## src/rtl/if_fetch_queue.sv

```systemverilog
// if_fetch_queue: in-order instruction fetch with credit-limited requests, a PC pairing FIFO and redirect squashing
module if_fetch_queue #(
   parameter int DEPTH = 2,
   parameter int XLEN  = 32
) (
   input  logic            clk_i,
   input  logic            rst_n,
   input  logic [XLEN-1:0] pc_i,
   output logic            pc_write_o,
   input  logic            flush_i,
   output logic            imem_req_o,
   output logic [XLEN-1:0] imem_addr_o,
   input  logic            imem_gnt_i,
   input  logic            imem_rvalid_i,
   input  logic [XLEN-1:0] imem_rdata_i,
   output logic            inst_valid_o,
   output logic [XLEN-1:0] inst_o,
   output logic [XLEN-1:0] inst_pc_o,
   input  logic            inst_ready_i
);
   localparam int AW = $clog2(DEPTH);
   localparam int CW = AW + 1;
   localparam logic [CW-1:0] DEPTH_C = DEPTH[CW-1:0];
   localparam logic [CW:0]   DEPTH_W = {1'b0, DEPTH_C};

   logic [CW-1:0]   cnt_q, cnt_d, out_q, out_d, drop_q, drop_d;
   logic [AW-1:0]   head_q, head_d, tail_q, tail_d, ard_q, ard_d, awr_q, awr_d;
   logic [XLEN-1:0] ins_mem [DEPTH];
   logic [XLEN-1:0] ipc_mem [DEPTH];
   logic [XLEN-1:0] adr_mem [DEPTH];
   logic [CW:0]     used;
   logic            req, grant, keep, pop;

   // credit comes from registered occupancy only, so a pop frees a slot one cycle later
   assign used  = {1'b0, cnt_q} + {1'b0, out_q};
   assign req   = (used < DEPTH_W) & ~flush_i;
   assign grant = req & imem_gnt_i;
   assign keep  = imem_rvalid_i & (drop_q == '0) & ~flush_i;
   assign pop   = (cnt_q != '0) & inst_ready_i;

   assign imem_req_o   = rst_n & req;
   assign pc_write_o   = rst_n & (grant | flush_i);
   assign inst_valid_o = rst_n & (cnt_q != '0);
   assign imem_addr_o  = pc_i;
   assign inst_o       = ins_mem[head_q];
   assign inst_pc_o    = ipc_mem[head_q];

   // next state; a flush empties the queue and marks every still-in-flight request for dropping
   always_comb begin
      out_d  = out_q + CW'(grant) - CW'(imem_rvalid_i);
      drop_d = flush_i ? out_q - CW'(imem_rvalid_i) : drop_q - CW'(imem_rvalid_i && drop_q != '0);
      cnt_d  = flush_i ? '0 : cnt_q + CW'(keep) - CW'(pop);
      head_d = flush_i ? '0 : head_q + AW'(pop);
      tail_d = flush_i ? '0 : tail_q + AW'(keep);
      ard_d  = ard_q + AW'(imem_rvalid_i);
      awr_d  = awr_q + AW'(grant);
   end

   // counters and pointers
   always_ff @(posedge clk_i or negedge rst_n) begin
      if (!rst_n) begin
         cnt_q  <= '0;
         out_q  <= '0;
         drop_q <= '0;
         head_q <= '0;
         tail_q <= '0;
         ard_q  <= '0;
         awr_q  <= '0;
      end else begin
         cnt_q  <= cnt_d;
         out_q  <= out_d;
         drop_q <= drop_d;
         head_q <= head_d;
         tail_q <= tail_d;
         ard_q  <= ard_d;
         awr_q  <= awr_d;
      end
   end

   // storage is qualified by the counters, so it needs no reset
   always_ff @(posedge clk_i) begin
      if (grant) adr_mem[awr_q] <= pc_i;
      if (keep) begin
         ins_mem[tail_q] <= imem_rdata_i;
         ipc_mem[tail_q] <= adr_mem[ard_q];
      end
   end

   // a kept response always finds room, and every response answers an earlier request
   assert property (@(posedge clk_i) disable iff (!rst_n) keep |-> (cnt_q != DEPTH_C));
   assert property (@(posedge clk_i) disable iff (!rst_n) imem_rvalid_i |-> (out_q != '0));
endmodule

```

## config.mk

```make
export PLATFORM = sky130hd
export DESIGN_NAME = if_fetch_queue
export DESIGN_NICKNAME = d
export VERILOG_FILES = /design/src/rtl/if_fetch_queue.sv
export SDC_FILE = /design/constraint.sdc
export NUM_CORES = 1
export LEC_CHECK = 0
export CAP_MARGIN = 20
export CORE_ASPECT_RATIO = 0.5
export CORE_MARGIN = 4
export CORE_UTILIZATION = 54
export DETAILED_ROUTE_END_ITERATION = 10
export GPL_TIMING_DRIVEN = 0
export PLACE_DENSITY = 0.95
export REMOVE_ABC_BUFFERS = 1
export SYNTH_ARGS = -nofsm -noshare
export SYNTH_HDL_FRONTEND = slang
export SYNTH_SLANG_ARGS = --single-unit
```

## constraint.sdc

```tcl
create_clock -name clk_i -period 5.9 [get_ports clk_i]
set_input_delay 0.885 -clock clk_i [delete_from_list [all_inputs] [get_ports clk_i]]
set_output_delay 0.885 -clock clk_i [all_outputs]
set_load 0.005 [all_outputs]
```

run_1/clock_nets.png
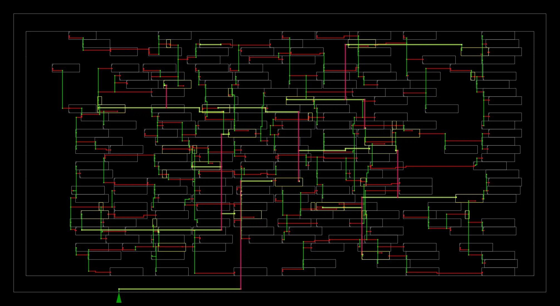
final clock skew: 0.009613 ns
Late-Pin Clk Latency: 0.47 ns
flip-flops: 202

run_1/ff_map.png
The bar under the picture is 50 um long.
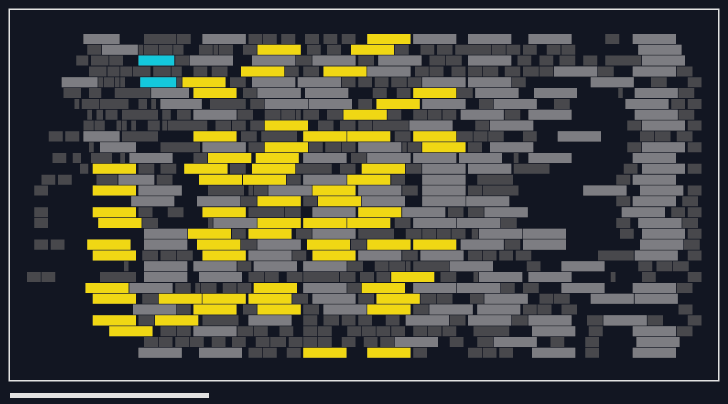
Yellow marks adr_mem, flops 64. Cyan marks cnt_q, flops 2.
Another 136 sequential cells are not coloured.

==> impl_metrics.ini, run 1 <==
; implementation run metrics
[synth]
ys_sh_adder = 0.01862
yosys-stat-area_um2 = 7795
ys_ff = 202
compound_area_frac = 0.003852
synth_cells = 386
yosysUniqueCellTypes = 21
topCellsByArea = edfxtp_1 (74%), mux2_2 (14%), buf_4 (3.3%), dfrtp_1 (3.2%), ha_1 (1.6%)
synth-warning-count = 0
top_cell_area_share = 0.7396
mux_share = 0.1427

[power_and_ir_drop]
powerClk_mw = 1.08
pwr-share-clk = 0.272
comb-power_mw = 0.926
p_per_area_nw_per_um2 = 396.8
share_comb_of_total_power = 0.233

[detailed_routing]
dr.pass1.iters = 4
ant_nets = 0
drc = 0
routed_wirelength_um = 15250

[clock_network]
ctsHtreeMaxLevel = 1
cts_resized = 0
cts_buffer_depth = 3

[finish]
diodes = 0
design_area_um2 = 10010
final_util = 0.7224
stdcell_count = 737
fin_nets = 614

[setup_path]
r2r_slack_ns = 3.23
worst_setup_path_start_kind = primary input
critical_path_buf_inv_count = 2
cpPeakStageDelay_ns = 0.61
endpoint = imem_req_o
crit_start = flush_i
r2r_start = cnt_q[0]
crit_chain = clkdlybuf4s50_1 > nor3_1 > and2_1 > clkdlybuf4s50_1

[grt]
grt_pass1_vias = 4121
antenna_found_initial = 0

[timing]
setup_violations = 0
fin_crit_sh = 0.5812
hold-worst-slack_ns = 0.5071

[die]
row_count = 30
coreArea_um2 = 13850
die_h_um = 92.96
dieArea_um2 = 16540

[outcome]
run_status = finished clean

[placement]
gp_congestion = 0.7370
pre_cts_slack_ns = 2.397
dp.cells = 704
io_buffer_count = 168
run_1/port_trees.png
The bar under the picture is 50 um long.
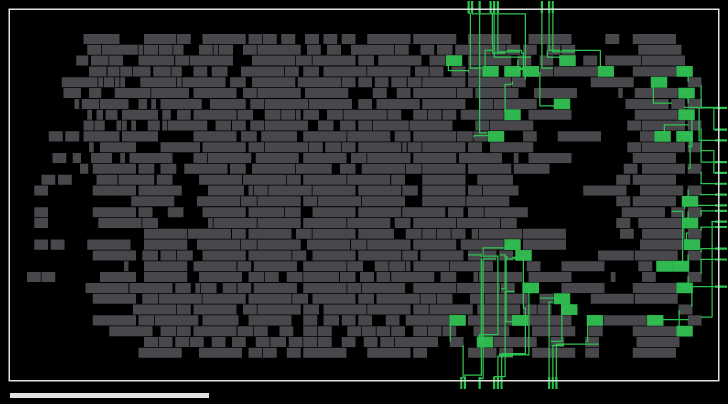
Green marks inst_o, direction output, end cells 32, wire 831 um.

run_1/layers.png
Two of the layers only.
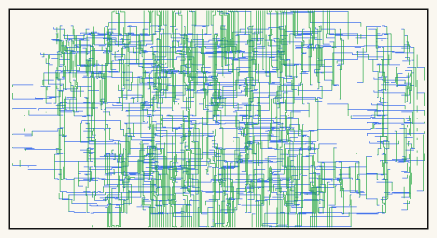
Green marks M2, wire length 8,340 um. Blue marks M1, wire length 5,890 um.

-- run 1: cells in the final DEF, fill, tap and decap left out, drive strengths merged, types with 2 or more instances in the layout --
| master | netlist | final |
|---|---|---|
| edfxtp | 192 | 192 |
| clkdlybuf4s50 | 0 | 168 |
| mux2 | 97 | 97 |
| clkbuf | 0 | 26 |
| dfrtp | 10 | 10 |
| ha | 10 | 10 |
| inv | 8 | 8 |
| clkinv | 0 | 7 |
| o21a | 4 | 4 |
| nor2 | 4 | 4 |
| xnor2 | 4 | 4 |
| and2 | 2 | 2 |
| nor2b | 2 | 2 |
| mux2i | 2 | 2 |
| buf | 44 | 2 |
-- run 1: synthesized netlist by cell type --
master,instances
buf_6,4
ha_1,10
inv_1,8
nor3b_1,1
buf_4,34
o21a_1,4
xnor2_1,4
nor2b_1,2
fa_1,1
nor3_1,1
mux2_2,97
xor2_1,1
nor2_1,4
and2_1,2
xnor3_1,1
nand2_1,1
buf_2,6
mux2i_1,2
edfxtp_1,192
dfrtp_1,10
nor4b_1,1
-- run 1: routing by layer --
metal | vias up | GRT usage
met5 | - | 0
met4 | 0 | 0.03794
met3 | 34 | 0.03752
met2 | 112 | 0.3429
met1 | 1941 | 0.2271
li1 | 1742 | -
-- run 1: layout make-up --
| type | instances | area (um^2) | share of cell area |
|---|---|---|---|
| tap | 192 | 240.2 | 0.02401 |
| sequential | 202 | 6021 | 0.6017 |
| clock inverter | 7 | 27.53 | 0.002751 |
| clock buffer | 26 | 501.7 | 0.05014 |
| timing repair buffer | 170 | 1737 | 0.1736 |
| inverter | 8 | 30.03 | 0.003001 |
| multi-input combinational | 132 | 1449 | 0.1448 |
run_1/closeup.png
Region (24, 50) to (64, 90) um. Cells in grey, sequential cells in the stronger grey; small squares are vias.
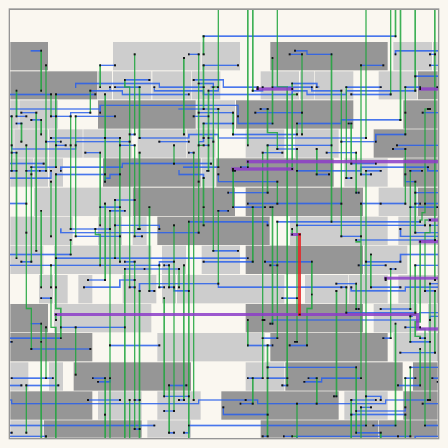

==> run 2, diff against run 1 <==
Settings changed: CORE_UTILIZATION 54 to 51, PLACE_DENSITY 0.95 to 0.92.
Clock period 5.9 ns to 3.2 ns, I/O delays scaled along.
run_2/closeup.png
Region (26, 52) to (66, 92) um. Cells in grey, sequential cells in the stronger grey; small squares are vias.
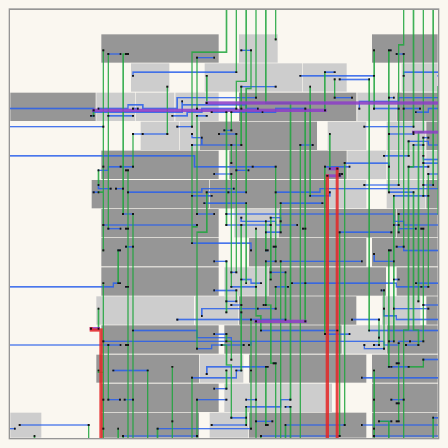
Purple marks M3. Red marks M4. Blue marks M1. Green marks M2.
54 logic cells have their middle in the window. Netlist names of flops here include adr_mem (15), ipc_mem (10). Most frequent: edfxtp_1 (25), clkdlybuf4s50_1 (15), mux2_2 (7). Sequential cells in the window: 27.

run_2/clock_nets.png
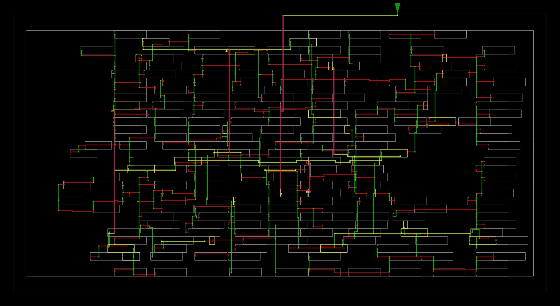
CTS Buf Count: 19
final clock skew: 0.02018 ns

==> run 2 against run 1 <==
Compared with the run above: synthesized cell count did not move; area after synthesis stayed put; combinational power is 86% higher; power increased by 88%.
==> impl_metrics.ini, run 2 <==
; implementation run metrics
[die]
dieArea_um2 = 17450

[synth]
synth_top_flop_cell = edfxtp_1
ys_ff = 202
yosysUniqueCellTypes = 21
topCellsByArea = edfxtp_1 (74%), mux2_2 (14%), buf_4 (3.3%), dfrtp_1 (3.2%), ha_1 (1.6%)
synthTopCellsByCount = edfxtp_1 (192), mux2_2 (97), buf_4 (34), dfrtp_1 (10), ha_1 (10)
synth_cells = 386
synth-warning-count = 0
synth.most_common_cell = edfxtp_1
top_cell_area_share = 0.7396
yosys-stat-area_um2 = 7795
ys_async_sr_fraction = 0.04950

[setup_path]
r2r_slack_ns = 0.49
cpPeakStageDelay_ns = 1.00
critical_path_buf_inv_count = 1
worst_setup_path_start_kind = flop

[outcome]
run_status = finished clean

[timing]
fin_crit_sh = 0.9251
setup_violations = 0
hold-worst-slack_ns = 0.3449

[placement]
pre_cts_slack_ns = -0.1126
dp.cells = 710

[grt]
antenna_found_initial = 0
grt_pass1_vias = 4251

[clock_network]
cts_buffer_depth = 3
ctsHtreeMaxLevel = 1
clock_latency_ns = 0.49

[finish]
ff_latch_area_um2 = 6021
fin_nets = 614
comb_area_um2 = 1449
final_common_cell = edfxtp_1
final_util = 0.6843
mostFrequentLayoutCells = edfxtp_1 (192), clkdlybuf4s50_1 (168), mux2_2 (97), clkbuf_16 (19)
design_area_um2 = 10060

[detailed_routing]
dr.pass1.iters = 4
drc = 0
ant_nets = 0

[power_and_ir_drop]
share_comb_of_total_power = 0.231
p_per_area_nw_per_um2 = 742.4
pwr-share-clk = 0.283
run_2/layers.png
Two of the layers only.
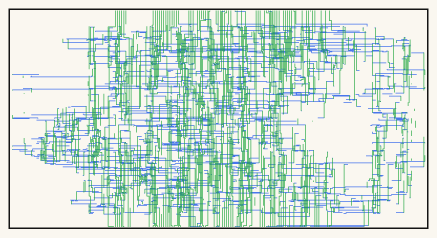
Post-Route WL: 16,050 um
GRT Total Usage: 0.1822
DR WL/cell: 21.61 um
via count: 3,899

[run 2: cell count changes in the layout (fill, tap and decap cells not counted)]
cell and change:
bufinv_16 +1, inv_6 +1, clkinv_2 +2, clkinv_1 +1
clkbuf_1 -6, clkinv_8 +1
[run 2: layout make-up]
class	count	share of cell area
flip-flops and latches	202	0.5985
repair buffers	170	0.1726
multi-input cells	132	0.1440
clock buffers	20	0.04764
well taps	198	0.02463
clock inverters	13	0.009577
inverters	8	0.002985
[run 2: cell families after synthesis]
kind of cell	share of synthesized area
adders and majority gates	0.01862
DFF	0.7717
AOI/OAI and AO/OA	0.003852
xor gates and xnor gates	0.008507
and+or+nand+nor	0.008345
buffers and inverters	0.04623
muxes	0.1427
[run 2: how the worst min path moves through the flow]
stage / start / end
2_1_floorplan: rst_n / ard_q
3_3_place_gp: out_q[0] / out_q[0]
3_5_place_dp: out_q[0] / out_q[0]
4_1_cts: rst_n / out_q[0]
5_1_grt: rst_n / out_q[1]
6_report: rst_n / cnt_q[1]
[run 2: worst register-to-register path, delay by kind of cell, from the launching register on]
family | cells | cell delay (ns)
fa+ha+maj | 2 | 1.23
buf+inv | 1 | 0.07
simple gates | 3 | 0.62
flops | 1 | 0.37
[run 2: power groups by stage]
stage	clock network, mW	registers [mW]	logic, mW
floorplan	0	3.57	0.893
global placement	0	3.67	1.67
detailed placement	0	3.68	1.71
CTS	2.15	3.64	1.75
global route	2.28	3.67	1.85
finish	2.12	3.63	1.72
[run 2: metal layers]
| metal | vias up | global-route usage |
|---|---|---|
| met5 | - | 0 |
| met4 | 0 | 0.07621 |
| met3 | 35 | 0.03659 |
| met2 | 133 | 0.3410 |
| met1 | 1983 | 0.2081 |
| li1 | 1748 | - |
run_2/ff_map.png
The bar under the picture is 50 um long.
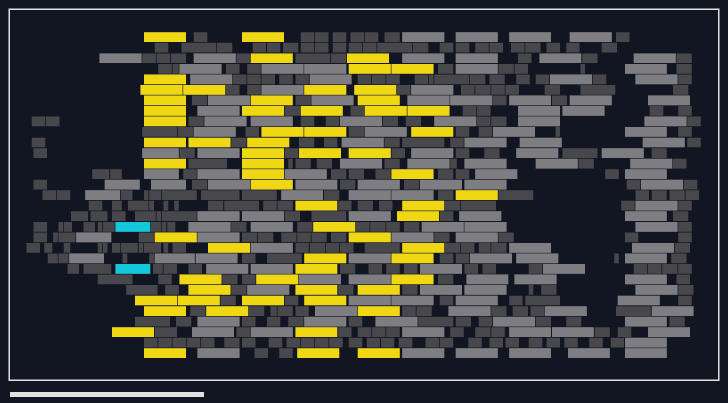

==> run 3, diff against run 2 <==
Settings changed: ABC_AREA set to 1, CORE_UTILIZATION 51 to 55, PLACE_DENSITY 0.92 to 0.95, SETUP_SLACK_MARGIN set to 0.02.
Clock period 3.2 ns to 3.55 ns, I/O delays scaled along.
run_3/ff_map.png
The bar under the picture is 50 um long.
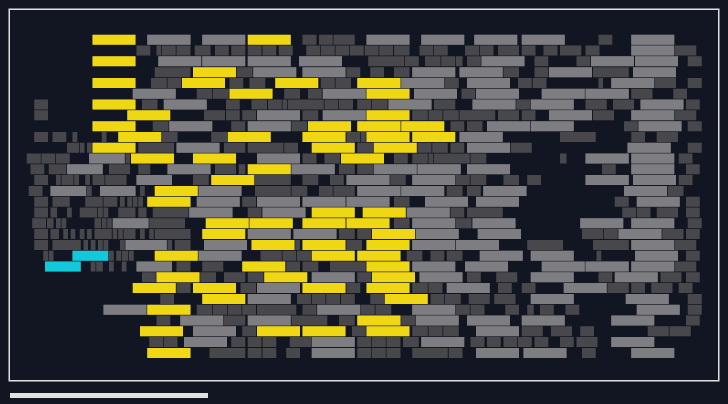
Yellow marks adr_mem, flops 64. Cyan marks cnt_q, flops 2.
Another 136 sequential cells are not coloured.

run_3/closeup.png
Region (25, 50) to (65, 90) um. Cells in grey, sequential cells in the stronger grey; small squares are vias.
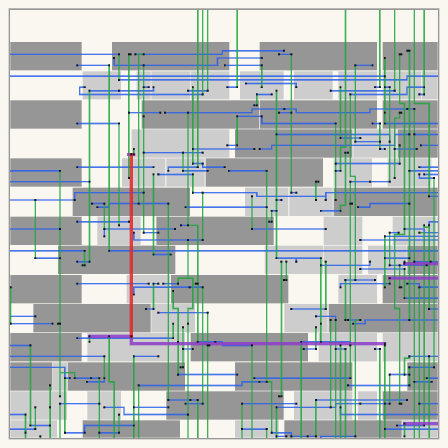
Blue marks M1. Green marks M2. Red marks M4. Purple marks M3.
61 logic cells have their middle in the window. Netlist names of flops here include adr_mem (15), ipc_mem (9). Most frequent: edfxtp_1 (24), mux2_2 (12), clkdlybuf4s50_1 (12). Sequential cells in the window: 25.

run_3/layers.png
Two of the layers only.
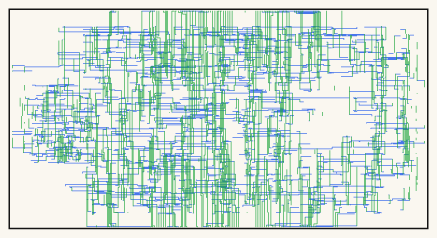
GRT Total Usage: 0.1828
via count: 3,876
DR WL/cell: 20.22 um

==> run 3 against run 2 <==
Compared with the run above: non-clock buffer count stayed put; clock skew fell by 0.011 ns; via count fell by 0.59%; count of clock-buffer cells in the layout is 6 higher; register-to-register slack better by 0.51 ns; clock power decreased by 16%; flip-flop count stayed put; critical path type unchanged; largest power group unchanged.
==> impl_metrics.ini, run 3 <==
; implementation run metrics
[synth]
topCellsByArea = edfxtp_1 (72%), mux2_2 (8.2%), mux2_4 (7.1%), dfrtp_1 (3.1%), buf_4 (3.0%)
synth-warning-count = 0
yosysUniqueCellTypes = 18
synth_top_flop_cell = edfxtp_1
synth.most_common_cell = edfxtp_1
edf_count = 192
ys_async_sr_fraction = 0.04950
yosys-stat-area_um2 = 7980
synth_cells = 407
top_cell_area_share = 0.7225

[grt]
grt_use_met1 = 0.2198
grtUsageMet3 = 0.03595
grt_pass1_vias = 4174
antenna_found_initial = 0

[placement]
gp_congestion = 0.7671
pre_cts_slack_ns = 0.2646
io_buffer_count = 168

[finish]
ff_latch_area_um2 = 6020
diodes = 0
final_common_cell = edfxtp_1
comb_area_um2 = 1577
mostFrequentLayoutCells = edfxtp_1 (192), clkdlybuf4s50_1 (168), mux2_2 (58), mux2_4 (38), clkbuf_16 (19)
fin_nets = 634

[detailed_routing]
routed_wirelength_um = 15300
ant_nets = 0
dr.pass1.iters = 4
drc = 0

[setup_path]
worst_setup_path_start_kind = flop
cpPeakStageDelay_ns = 0.52
crit_chain = nand2_1 > inv_1 > fa_1 > nor2_1 > nand3_1 > a21oi_1 > clkdlybuf4s50_1

[clock_network]
ctsHtreeMaxLevel = 1
cts_buffer_depth = 3
cts_resized = 0
cts_buffers = 18

[timing]
fin_crit_sh = 0.8152
skew_ns = 0.009302
setup_violations = 0

[power_and_ir_drop]
pwr-share-clk = 0.272
p_per_area_nw_per_um2 = 646.0
share_comb_of_total_power = 0.248
powerClk_mw = 1.79

[outcome]
run_status = finished clean

[die]
dieArea_um2 = 16620
coreArea_um2 = 13890
die_h_um = 93.18
row_count = 30
fp.dieW_um = 178.4
run 3: cell count changes after synthesis, sizes merged, moves of 3 or more:
cell / change
inv: +10
nand2: +11
nand3: +3
nor2: +7
o21a: -4
xnor2: -3
xor2: +3
run 3: cell type report:
type                    instances  share of cell area
multi-input cells             143              0.1552
clock buffers                  26             0.04940
well taps                     192             0.02365
repair buffers                170              0.1697
flip-flops and latches        202              0.5926
clock inverters                 6            0.002710
inverters                      18            0.006652
run 3: metrics by stage:
stage	power [mW]	hold slack (ns)	util	instance area, um^2	instances
floorplan	4.055	0.2369	-	7630	363
global placement	4.766	0.5258	0.6877	9552	723
CTS	6.622	0.4004	0.7314	10160	757
global route	6.851	0.4229	0.7314	10160	757
detailed placement	4.828	0.5461	0.6932	9628	725
finish	6.561	0.4017	0.7314	10160	757
run 3: kinds of logic after synthesis:
family	count (synthesis)	synth area share
AND/OR/NAND/NOR	28	0.01427
buffers and inverters	62	0.05237
multiplexers	97	0.1546
adder cells (fa/ha/maj)	11	0.01819
XOR/XNOR	5	0.005487
flip-flops	202	0.7538
AND-OR/OR-AND	2	0.001254
run 3: worst paths after layout:
check                           startpoint        endpoint  slack [ns]  cells after the start
worst max-delay path              out_q[0]      pc_write_o        0.66                      7
worst max register to register   drop_q[1]  ins_mem[0][29]        1.00                      2
worst min register to register    out_q[0]        out_q[0]        0.56                      1
worst min-delay path                 rst_n       drop_q[1]        0.40                      1
min in group clk_i                out_q[0]        out_q[0]        0.56                      1
max in group asynchronous            rst_n          head_q        2.76                      1
run 3: metal layers:
metal	share of wire	wire, um
met5	0	0
met2	0.54	8314
met1	0.39	6007
met4	0.023	350
met3	0.041	630
Power figures rest on the tool's default switching activity, not on a simulated workload.
